===== src/rtl/clkgen_pkg.sv =====
// Shared clock-generator definitions: select widths, sequencer state encoding,
// the reconfiguration setting record and the per-tap output frequencies.
package clkgen_pkg;

    localparam int FREQ_W  = 3;
    localparam int PHASE_W = 5;
    localparam int DUTY_W  = 4;

    localparam logic [2:0] ST_LOCK_WAIT_ENC = 3'd0;
    localparam logic [2:0] ST_RUN_ENC       = 3'd1;
    localparam logic [2:0] ST_DRAIN_ENC     = 3'd2;
    localparam logic [2:0] ST_APPLY_ENC     = 3'd3;
    localparam logic [2:0] ST_SETTLE_ENC    = 3'd4;

    typedef enum logic [2:0] {
        ST_LOCK_WAIT = ST_LOCK_WAIT_ENC,
        ST_RUN       = ST_RUN_ENC,
        ST_DRAIN     = ST_DRAIN_ENC,
        ST_APPLY     = ST_APPLY_ENC,
        ST_SETTLE    = ST_SETTLE_ENC
    } seq_state_t;

    typedef struct packed {
        logic [FREQ_W-1:0]  freq;
        logic [PHASE_W-1:0] phase;
        logic [DUTY_W-1:0]  duty;
    } clk_setting_t;

    // Output clock frequency in kHz for each freq tap; the nonoverlap clkgen shares this table.
    function automatic int unsigned tap_freq_khz(input logic [FREQ_W-1:0] tap);
        case (tap)
            3'd0:    return 32'd40000;
            3'd1:    return 32'd20000;
            3'd2:    return 32'd10000;
            default: return 32'd0;
        endcase
    endfunction

endpackage


===== src/rtl/sync_2ff.sv =====
// Two-flop synchroniser for a single asynchronous level into the clk domain.
module sync_2ff (
    input  logic clk,
    input  logic reset,
    input  logic d,
    output logic q
);

    logic meta;

    // NOTE: non-blocking assignments make meta and q sample on the same edge, forming a real 2-stage chain.
    always_ff @(posedge clk) begin
        if (reset) begin
            meta <= 1'b0;
            q    <= 1'b0;
        end else begin
            meta <= d;
            q    <= meta;
        end
    end

endmodule


===== src/rtl/clkgen_reconfig_sequencer.sv =====
// Glitch-free reconfiguration of the clkgen selects: gate outputs, drain,
// apply the held setting, wait for PLL lock plus settle time, then re-enable.
module clkgen_reconfig_sequencer
    import clkgen_pkg::*;
#(
    parameter int NUM_FREQ      = 3,
    parameter int DRAIN_CYCLES  = 64,
    parameter int SETTLE_CYCLES = 256,
    parameter int INIT_FREQ     = 0,
    parameter int INIT_PHASE    = 0,
    parameter int INIT_DUTY     = 8
) (
    input  logic               user_clock,
    input  logic               reset,
    input  logic               locked,
    input  logic               req_valid,
    input  logic [FREQ_W-1:0]  req_freq_sel,
    input  logic [PHASE_W-1:0] req_phase_sel,
    input  logic [DUTY_W-1:0]  req_duty_sel,
    output logic               req_ready,
    output logic               ack,
    output logic               err_invalid,
    output logic [FREQ_W-1:0]  freq_sel,
    output logic [PHASE_W-1:0] phase_sel,
    output logic [DUTY_W-1:0]  duty_sel,
    output logic               out_enable,
    output logic               busy
);

    localparam int CNT_MAX = (DRAIN_CYCLES > SETTLE_CYCLES) ? DRAIN_CYCLES : SETTLE_CYCLES;
    localparam int CNT_W   = $clog2(CNT_MAX + 1);

    localparam clk_setting_t INIT_SETTING = '{
        freq:  FREQ_W'(INIT_FREQ),
        phase: PHASE_W'(INIT_PHASE),
        duty:  DUTY_W'(INIT_DUTY)
    };

    seq_state_t     state, state_nxt;
    logic [CNT_W-1:0] cnt, cnt_nxt, cnt_inc;
    clk_setting_t   cur_q, hold_q, req;
    logic           locked_s;
    logic           pending_q, ack_due_q, cooldown_q;
    logic           accept, req_illegal, req_same, req_change;
    logic           apply_now, ack_set;

    sync_2ff u_lock_sync (
        .clk   (user_clock),
        .reset (reset),
        .d     (locked),
        .q     (locked_s)
    );

    assign req         = '{freq: req_freq_sel, phase: req_phase_sel, duty: req_duty_sel};
    // cooldown_q blocks a second accept while the host is still seeing its 1-cycle ACK/ERR.
    assign req_ready   = (state == ST_RUN) && !cooldown_q;
    assign accept      = req_valid && req_ready;
    assign req_illegal = int'(req_freq_sel) >= NUM_FREQ;
    assign req_same    = (req == cur_q);
    assign req_change  = accept && !req_illegal && !req_same;
    assign cnt_inc     = (cnt == '1) ? cnt : cnt + CNT_W'(1);

    // NOTE: every output of this block gets a default first, so no path can infer a latch.
    always_comb begin
        state_nxt = state;
        cnt_nxt   = '0;
        apply_now = 1'b0;
        ack_set   = 1'b0;
        case (state)
            ST_LOCK_WAIT: begin
                if (locked_s) state_nxt = pending_q ? ST_APPLY : ST_SETTLE;
            end
            ST_RUN: begin
                if (!locked_s)       state_nxt = ST_LOCK_WAIT;
                else if (req_change) state_nxt = ST_DRAIN;
            end
            ST_DRAIN: begin
                if (!locked_s)                            state_nxt = ST_LOCK_WAIT;
                else if (cnt == CNT_W'(DRAIN_CYCLES - 1)) state_nxt = ST_APPLY;
                else                                      cnt_nxt   = cnt_inc;
            end
            ST_APPLY: begin
                if (!locked_s) begin
                    state_nxt = ST_LOCK_WAIT;
                end else begin
                    apply_now = 1'b1;
                    state_nxt = ST_SETTLE;
                end
            end
            ST_SETTLE: begin
                if (!locked_s) begin
                    cnt_nxt = '0;
                end else if (cnt == CNT_W'(SETTLE_CYCLES - 1)) begin
                    state_nxt = ST_RUN;
                    ack_set   = ack_due_q;
                end else begin
                    cnt_nxt = cnt_inc;
                end
            end
            default: state_nxt = ST_LOCK_WAIT;
        endcase
    end

    always_ff @(posedge user_clock) begin
        if (reset) begin
            state       <= ST_LOCK_WAIT;
            cnt         <= '0;
            cur_q       <= INIT_SETTING;
            hold_q      <= '0;
            pending_q   <= 1'b0;
            ack_due_q   <= 1'b0;
            cooldown_q  <= 1'b0;
            ack         <= 1'b0;
            err_invalid <= 1'b0;
        end else begin
            state       <= state_nxt;
            cnt         <= cnt_nxt;
            cooldown_q  <= accept;
            ack         <= ack_set || (accept && !req_illegal && req_same);
            err_invalid <= accept && req_illegal;
            if (req_change) hold_q <= req;
            if (apply_now) begin
                cur_q     <= hold_q;
                pending_q <= 1'b0;
                ack_due_q <= 1'b1;
            end else begin
                if (req_change) pending_q <= 1'b1;
                if (ack_set)    ack_due_q <= 1'b0;
            end
        end
    end

    assign freq_sel   = cur_q.freq;
    assign phase_sel  = cur_q.phase;
    assign duty_sel   = cur_q.duty;
    assign out_enable = (state == ST_RUN);
    assign busy       = (state != ST_RUN);

endmodule


===== config.mk =====
export PLATFORM = sky130hd
export DESIGN_NAME = clkgen_reconfig_sequencer
export DESIGN_NICKNAME = d
export VERILOG_FILES = /design/src/rtl/clkgen_pkg.sv /design/src/rtl/sync_2ff.sv /design/src/rtl/clkgen_reconfig_sequencer.sv
export SDC_FILE = /design/constraint.sdc
export NUM_CORES = 1
export LEC_CHECK = 0
export CAP_MARGIN = 20
export CORE_MARGIN = 2
export CORE_UTILIZATION = 36
export DETAILED_ROUTE_END_ITERATION = 10
export SKIP_LAST_GASP = 1
export SYNTH_ARGS = -nofsm -noshare
export SYNTH_HDL_FRONTEND = slang
export SYNTH_SLANG_ARGS = --single-unit
export TNS_END_PERCENT = 50

===== constraint.sdc =====
create_clock -name user_clock -period 3.5 [get_ports user_clock]
set_clock_uncertainty 0.2 [all_clocks]
set_input_delay 0.7 -clock user_clock [delete_from_list [all_inputs] [get_ports user_clock]]
set_output_delay 0.7 -clock user_clock [all_outputs]
set_load 0.05 [all_outputs]

Fig. 1: routed metal, one color a layer
Scale: 4 px per um.
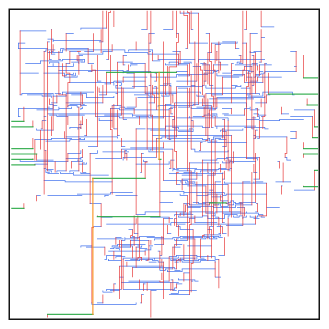
- M4: orange (wire length 55.8 um)
- M1: blue (wire length 2040 um)
- M3: green (wire length 127 um)
- M2: red (wire length 1760 um)

Fig. 2: signal wires on met3
Scale: 4 px per um. Cells faint in the background.
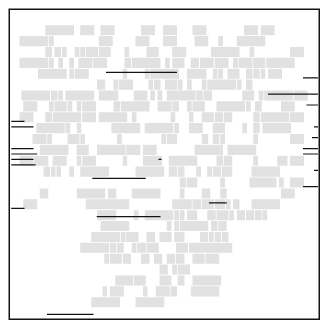
- wire length on this layer: 127 um
- main direction: horizontal
- nets with wire on the layer: 19
- longest straight run: 17.5 um
- share of all routed wire: 3.2%

Fig. 3: clock distribution
Scale: 4 px per um.
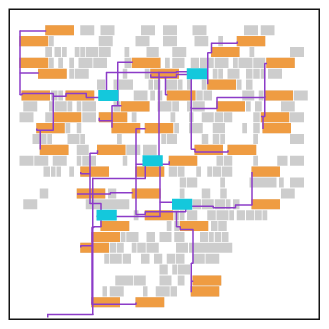
- clock-net drivers: cyan (count 5)
- flip-flops: orange (count 43)
- clock wires: purple (length 531 um)
- routed clock nets: 6

==> run summary <==
Antenna diodes - 0
Seq_cells - 43
Total vias in the final route - 1573
Via count of the first global-routing pass - 1509
Number of placed I/O pins - 33
Initial Util - 0.375
Comb power frac - 0.064
Share of synthesized cell area in and, or, nand and nor gates - 0.259
Sw Ratio - 0.204
ANT nets after route - 0
Flop pwr share - 0.492
Net count, final - 274
Post-Syn Instances - 228
Result of the run - complete, no violations
Hold Path Origin - u_lock_sync.meta
Power Internal - 811 uW
Buffers from clock root to sink, at most - 2
Worst Tran Pin Value - 0.872 ns
Cells along the critical path - nor3b_4 -> and2b_1 -> clkdlybuf4s50_1
Kind of launch point of the worst setup path - flop
Placement-stage cell area - 0.00229 sq mm
Part of the cycle the worst path needs - 0.884
Final standard cell utilization of the core - 0.471
Share of the synthesized area in the top cell type - 0.447
Portion of the post-synthesis area used by sequential elements - 0.447
Most area-hungry cell type in the Yosys netlist - dfxtp_1
Post-placement cell count - 320
Biggest register - hold_q
Footprint of the multi-input gates - 0.00100 sq mm
Clock-cell share of area - 0.0548
Worst setup path endpoint - req_ready
Library cell with the highest instance count after synthesis - nand2_1
Number of iterations in the first detailed-routing pass - 4
Capturing point of the worst reg2reg path - hold_q[8]
Worst Hold End - u_lock_sync.q
Final standard cell area without fillers - 0.00242 sq mm
Netlist cell types - 41
Min cycle time layout - 3.09 ns
Floorplan Core Area - 0.00514 sq mm
Final Setup Violations - 0
Comb/total area - 0.414
Clk sink count - 43
Worst endpoint data arrival time - 2.19 ns
Critical setup path kind - reg2out
P_clk - 452 uW
Post-synth tally of flip-flops with integrated enable - 0
Pwr Total - 1.02 mW
Area of the die - 0.00595 sq mm
Headroom to the max-slew limit - 0.416
Yosys synthesis warning count - 0
Largest power group - registers
DP HPWL - 2840 um
VDD IR max - 0.248 mV
Share of the synthesized netlist area taken by xor and xnor gates - 0.0864
Flip-flop count of the largest register, all copies and words added - 12
Synthesized area per cell - 8.45 sq um
Seq area share - 0.355
Logic inverters - 3
Launch point of the critical path - state[0]
Met3 Routed Length - 126 um
Post-CTS Setup Repair Bufs - 0
Number of nets at floorplan - 245
RR Startpoint - state[0]
Fraction of final layout cells with drive strength greater than 1 - 0.0504
Proportion of synthesized flip-flops having asynchronous set or reset - 0
Total of buffers placed on input and output ports - 32
Final non-clock buffer share - 0.135
Critical path endpoint category - output port
Met3 Track Usage GR - 0.0294
Unrepaired setup endpoints after global routing - false
CTS tree - yes
Clock transition at the register clock pins on the worst setup and hold paths after CTS - 0.08 ns
Area-dominant cell class after layout - multi-input combinational cells
Fig. 4: track usage over the die
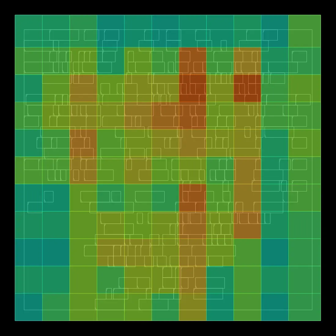
average wire per cell in the routed design: 12.1 um
routing usage on met2: 0.227
busiest grt layer: met2
met1 capacity usage during global routing: 0.183

Fig. 5: sequential cells grouped by signal name
Scale: 4 px per um. Other sequential cells in the stronger gray, the rest of the logic in the fainter gray.
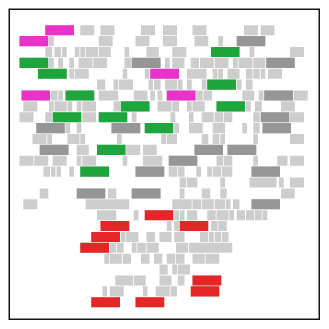
- phase_sel: magenta (placed flops 5; where north-west)
- hold_q: green (placed flops 12)
- cnt: red (placed flops 9; where south)

Power figures rest on the tool's default switching activity, not on a simulated workload.
